==> config.mk <==
export PLATFORM = sky130hd
export DESIGN_NAME = regfile_wb_arbiter
export DESIGN_NICKNAME = d
export VERILOG_FILES = /design/src/rtl/regfile_pkg.sv /design/src/rtl/regfile_wb_arbiter_rr_grant.sv /design/src/rtl/regfile_wb_arbiter.sv
export SDC_FILE = /design/constraint.sdc
export NUM_CORES = 1
export LEC_CHECK = 0
export CAP_MARGIN = 15
export CELL_PAD_IN_SITES_DETAIL_PLACEMENT = 0
export CELL_PAD_IN_SITES_GLOBAL_PLACEMENT = 1
export CORE_AREA = 4 4 90 92
export CTS_CLUSTER_SIZE = 10
export DETAILED_ROUTE_END_ITERATION = 10
export DIE_AREA = 0 0 94 96
export PLACE_DENSITY_LB_ADDON = 0.1
export SLEW_MARGIN = 20
export SYNTH_ARGS = -nofsm -noshare
export SYNTH_HDL_FRONTEND = slang
export SYNTH_SLANG_ARGS = --single-unit
==> constraint.sdc <==
create_clock -name clk -period 3.6 [get_ports clk]
set_input_delay 0.36 -clock clk [delete_from_list [all_inputs] [get_ports clk]]
set_output_delay 0.36 -clock clk [all_outputs]
set_load 0.05 [all_outputs]
==> src/rtl/regfile_pkg.sv <==
// regfile_pkg: shared widths, FSM states and the round-robin pick used by the writeback arbiter.
package regfile_pkg;

   localparam int DEF_DATA_W = 16;
   localparam int DEF_ADDR_W = 4;
   localparam int MAX_REQ    = 8;

   typedef enum logic {CLEAR, RUN} state_t;

   // One-hot grant of the first valid index after 'last', wrapping modulo n.
   function automatic logic [MAX_REQ-1:0] rr_pick(input logic [MAX_REQ-1:0] valid, input int n, input int last);
      logic [MAX_REQ-1:0] g;
      int idx;
      g = '0;
      for (int k = 1; k <= MAX_REQ; k++) begin
         idx = (last + k) % n;
         if (k <= n && g == '0 && valid[idx[2:0]]) g[idx[2:0]] = 1'b1;
      end
      return g;
   endfunction

endpackage

==> src/rtl/regfile_wb_arbiter_rr_grant.sv <==
// rr_grant: combinational round-robin picker over NUM_REQ requesters.
module rr_grant
   import regfile_pkg::*;
#(
   parameter int NUM_REQ = 3,
   parameter int IDX_W   = 2
) (
   input  logic [NUM_REQ-1:0] valid_i,
   input  logic [IDX_W-1:0]   last_i,
   output logic [NUM_REQ-1:0] grant_o
);

   logic [MAX_REQ-1:0] valid_ext;
   logic [MAX_REQ-1:0] grant_ext;

   always_comb begin
      valid_ext = '0;
      valid_ext[NUM_REQ-1:0] = valid_i;
   end

   assign grant_ext = rr_pick(valid_ext, NUM_REQ, int'(last_i));

   always_comb begin
      grant_o = '0;
      for (int i = 0; i < MAX_REQ; i++) if (i < NUM_REQ) grant_o[i] = grant_ext[i];
   end

endmodule

==> src/rtl/regfile_wb_arbiter.sv <==
// regfile_wb_arbiter: clears the register file after reset, then round-robin shares its write port.
// Optional macro WB_BYPASS_EN adds read ports that forward the write currently in the output stage.
module regfile_wb_arbiter
   import regfile_pkg::*;
#(
   parameter int NUM_REQ = 3,
   parameter int DATA_W  = DEF_DATA_W,
   parameter int ADDR_W  = DEF_ADDR_W
) (
   input  logic                      clk,
   input  logic                      reset,
   input  logic [NUM_REQ-1:0]        req_valid,
   input  logic [NUM_REQ*ADDR_W-1:0] req_addr,
   input  logic [NUM_REQ*DATA_W-1:0] req_data,
   output logic [NUM_REQ-1:0]        req_ready,
   input  logic                      hold,
   output logic                      init_done,
   output logic                      rf_write,
   output logic [ADDR_W-1:0]         rf_addr,
   output logic [DATA_W-1:0]         rf_data
`ifdef WB_BYPASS_EN
   ,
   input  logic [ADDR_W-1:0]         rd_addr_a,
   input  logic [ADDR_W-1:0]         rd_addr_b,
   input  logic [DATA_W-1:0]         rf_rdata_a,
   input  logic [DATA_W-1:0]         rf_rdata_b,
   output logic [DATA_W-1:0]         fwd_data_a,
   output logic [DATA_W-1:0]         fwd_data_b
`endif
);

   localparam int IDX_W = (NUM_REQ > 1) ? $clog2(NUM_REQ) : 1;

   state_t              state_q, state_d;
   logic [ADDR_W-1:0]   clr_cnt_q, clr_cnt_d;
   logic [IDX_W-1:0]    rr_last_q, rr_last_d;
   logic                rf_write_q, rf_write_d;
   logic [ADDR_W-1:0]   rf_addr_q, rf_addr_d;
   logic [DATA_W-1:0]   rf_data_q, rf_data_d;
   logic [NUM_REQ-1:0]  grant;

   rr_grant #(.NUM_REQ(NUM_REQ), .IDX_W(IDX_W)) u_rr (
      .valid_i (req_valid),
      .last_i  (rr_last_q),
      .grant_o (grant)
   );

   always_comb begin
      state_d    = state_q;
      clr_cnt_d  = clr_cnt_q;
      rr_last_d  = rr_last_q;
      rf_write_d = 1'b0;
      rf_addr_d  = rf_addr_q;
      rf_data_d  = rf_data_q;
      req_ready  = (state_q == RUN && !hold) ? grant : '0;
      if (state_q == CLEAR) begin
         rf_write_d = 1'b1;
         rf_addr_d  = clr_cnt_q;
         rf_data_d  = '0;
         clr_cnt_d  = clr_cnt_q + 1'b1;
         state_d    = (&clr_cnt_q) ? RUN : CLEAR;
      end
      // At most one ready bit is set, so this loop acts as a one-hot mux.
      for (int i = 0; i < NUM_REQ; i++) begin
         if (req_ready[i]) begin
            rr_last_d  = IDX_W'(i);
            rf_write_d = 1'b1;
            rf_addr_d  = req_addr[i*ADDR_W +: ADDR_W];
            rf_data_d  = req_data[i*DATA_W +: DATA_W];
         end
      end
   end

   always_ff @(posedge clk) begin
      if (reset) begin
         state_q    <= CLEAR;
         clr_cnt_q  <= '0;
         rr_last_q  <= IDX_W'(NUM_REQ - 1);
         rf_write_q <= 1'b0;
         rf_addr_q  <= '0;
         rf_data_q  <= '0;
      end else begin
         state_q    <= state_d;
         clr_cnt_q  <= clr_cnt_d;
         rr_last_q  <= rr_last_d;
         rf_write_q <= rf_write_d;
         rf_addr_q  <= rf_addr_d;
         rf_data_q  <= rf_data_d;
      end
   end

   assign init_done = (state_q == RUN);
   assign rf_write  = rf_write_q;
   assign rf_addr   = rf_addr_q;
   assign rf_data   = rf_data_q;

`ifdef WB_BYPASS_EN
   assign fwd_data_a = (rf_write_q && rf_addr_q == rd_addr_a) ? rf_data_q : rf_rdata_a;
   assign fwd_data_b = (rf_write_q && rf_addr_q == rd_addr_b) ? rf_data_q : rf_rdata_b;
`endif

endmodule

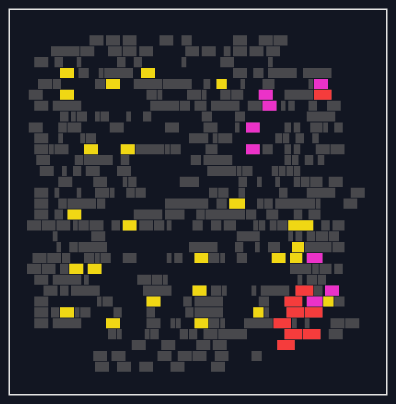
Fig. 1. Logic cells by family (run 1).
Scale: 4 px per um.
multiplexers -> magenta  # cells 8, most used mux2i_1
AND-OR and OR-AND gates -> yellow  # cells 24, most used a32o_1
adder and majority cells -> red  # cells 9, most used ha_1, where south-east

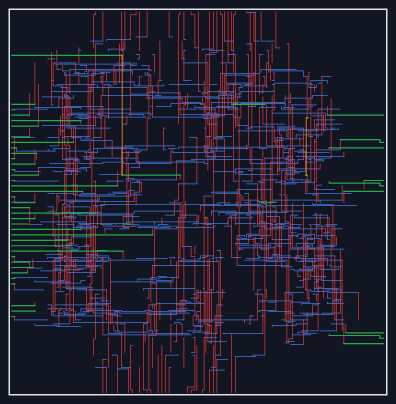
Fig. 2. Metal layers overlaid (run 1).
Scale: 4 px per um.
met1 -> blue  # wire length 3040 um
met2 -> red  # wire length 3380 um
met4 -> orange  # wire length 44.2 um
met3 -> green  # wire length 457 um

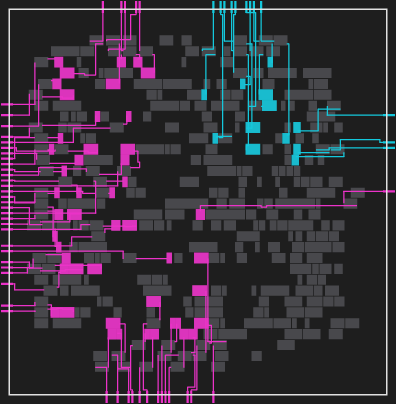
Fig. 3. Wires at chosen ports, followed through buffers (run 1).
Scale: 4 px per um.
`req_data` -> magenta  # bits 48, direction input, end cells 48, buffers 48, wire 963 um
`req_addr` -> cyan  # bits 12, direction input, end cells 12, buffers 12, wire 333 um

==> metrics.cfg <==
[clock_tree]
ctsHoldBuffers=0
htreeDepth=1
cts_root_buf=clkbuf_8
clock_latency_ns=0.28
clockBufferDepth=2
clkTransAtPathRegs_ns=0.11
cts_sinks=28
cts-buffers-inserted=3
cts_resized=0
postCtsSetupRepairBufs=0
cts_tree=built

[place]
dp_hpwl_mm=5.01
preCtsSetupSlack_ns=0.279
gp_congestion=0.834
numPortBuffers=90
post-place-cells=436
dpl_cell_area_um2=3120

[timing]
fin_ws_ns=0.275
rsz0062_at_grt=false
clock_skew_ns=0.00967
timing.final.crit_share_pct=92.4
fin_tns_setup_ns=0
fin_crit_ns=3.33
fmax_mhz=301
finalSetupViolCount=0
slew-limit-headroom_pct=50.3
final_max_slew_viol_count=0
hold_viol=0
hold-worst-slack_ns=0.503
tightest_slew_ns=0.745

[detailed_routing]
vias=2216
first_pass_iters=4
ant_nets=0
drt-initial-drc-count=107
finalWirelength_mm=6.92
routedWlPerCell_um=15.7
drcViolationCount=0
via_per_inst=5.02

[worst_setup_path]
worstSetupEndpointType=output pin
reg2regPathDepth=11
r2r-start=rr_last_q[0]
worstPathMaxFanout=11
ff2ff_setup_slack_ns=0.36
arrival_ns=2.97
required_ns=3.24
crit_path_start_kind=flip-flop
startpoint=rr_last_q[0]
path_class=flip-flop to output pin
r2r-end=rf_data[7]
cp-endpoint=req_ready[2]

[min_path]
hp-start=clr_cnt_q[0]
hold_depth=2
min_to=clr_cnt_q[0]
worstHoldPathType=flip-flop to flip-flop

[cells_and_area]
utilization_pct=44.4
fillerInstances=748
final_common_cell=clkdlybuf4s50_1
flop_area_um2=561
final-clk-cell-share_pct=2.23
antenna_cells=0
logic_gates=188
combGateArea_um2=1390
comb_share_pct=43.4
nets=418
largestClassByArea=multi-input combinational cells
clock_buffers=3
areaGrowthSynthToFinish_pct=50.9
seq_area_share_pct=17.5
nNonClkBuffers=100
layout_top_cells=clkdlybuf4s50_1 (86), dfxtp_1 (28), nor2_1 (27)
num-nonclk-inverters=22
drive_gt1_share_pct=8.77
instances_no_fill=441
flop-count=28
largest_reg_flops=16
final_area_um2=3200
buf_share_pct=30.5

[logic_synthesis]
ys_sh_aoi_pct=35.3
syn_area_per_cell_um2=8.20
yosys_most_used_dff=dfxtp_1
ys_cells=259
syn_area_um2=2120
ys_seq_share_pct=26.4
yosysUniqueCellTypes=47
synthSimpleGateAreaFrac_pct=18.9
fp_nets=334
ys_ff=28
logic_family=AND-OR/OR-AND gates
yosysWarnings=0
ys_sh_adder_pct=5.30
syn-instance-count=259
yosysChipArea_um2=2120
yosys-mux-area-fraction_pct=3.89
edf_count=0
xor_share_pct=1.65
postSynth.asyncResetShare_pct=0

[die]
die_w_um=94
taps=99
die_h_um=96
floorplan.core_util_pct=29.4
core_um2=7210
chipArea_um2=9020
ios=91
std_cell_rows=31

[power_and_ir_drop]
powerDensity_nw_per_um2=229
leakage_nw=1.14
peakVddDrop_v=0.000217
total_power_w=0.000734

[status]
status=finished, final reports clean

[global_route]
grt_max_degree=55
antenna_found_initial=0
grt_pass1_vias=2302
grt_use_total_pct=15.4
gr-total-overflow=0
grt_pass1_wl_mm=11.1

[run]
cap_viol_max_count=0
warnings=33

[run 1: report_power, final]
part | internal [W] | switching, W | leakage (nW)
Clock | 0.000149 | 0.000112 | 0.0357
Sequential | 0.000315 | 0.00000366 | 0.227
Combinational | 0.0000888 | 0.0000653 | 0.874
Total | 0.000553 | 0.000181 | 1.14
[run 1: routing by layer]
layer	routed length (um)	up-vias	part of all wire [%]	global-route usage [%]
met2	3380	54	49	26.4
li1	-	1136	-	-
met4	44	0	0.64	3.37
met3	457	4	6.6	4.22
met1	3040	1022	44	19.3
met5	0	-	0	0
[run 1: cell usage after synthesis, types with 2 or more instances]
| library cell | number | area, um^2 |
|---|---|---|
| a21boi_1 | 2 | 15.0 |
| a21oi_1 | 14 | 70.1 |
| inv_1 | 22 | 82.6 |
| o211ai_1 | 21 | 158 |
| nand2_1 | 4 | 15.0 |
| nor2b_1 | 9 | 56.3 |
| a2111oi_4 | 2 | 55.1 |
| nor3_1 | 6 | 30.0 |
| buf_4 | 2 | 15.0 |
| clkbuf_1 | 14 | 52.6 |
| or3_1 | 16 | 100 |
| a32o_1 | 16 | 160 |
| xnor2_1 | 2 | 17.5 |
| nand2b_1 | 3 | 18.8 |
| a311oi_1 | 5 | 43.8 |
| ha_1 | 9 | 113 |
| buf_2 | 4 | 20.0 |
| xor2_1 | 2 | 17.5 |
| nor2_1 | 27 | 101 |
| mux2i_1 | 6 | 60.1 |
| a31oi_1 | 17 | 106 |
| o21a_1 | 3 | 22.5 |
| nand3_1 | 2 | 10.0 |
| dfxtp_1 | 28 | 561 |
[run 1: critical path: stages (launching register included)]
cell      delay, ns
dfxtp_1        0.42
inv_1          0.14
ha_1           0.46
a21boi_1       0.20
a221oi_2       0.42
o21ai_0        0.14
and4_1         0.24
a21oi_1        0.22
buf_4          0.22
inv_1          0.05
buf_4          0.18
Power figures rest on the tool's default switching activity, not on a simulated workload.
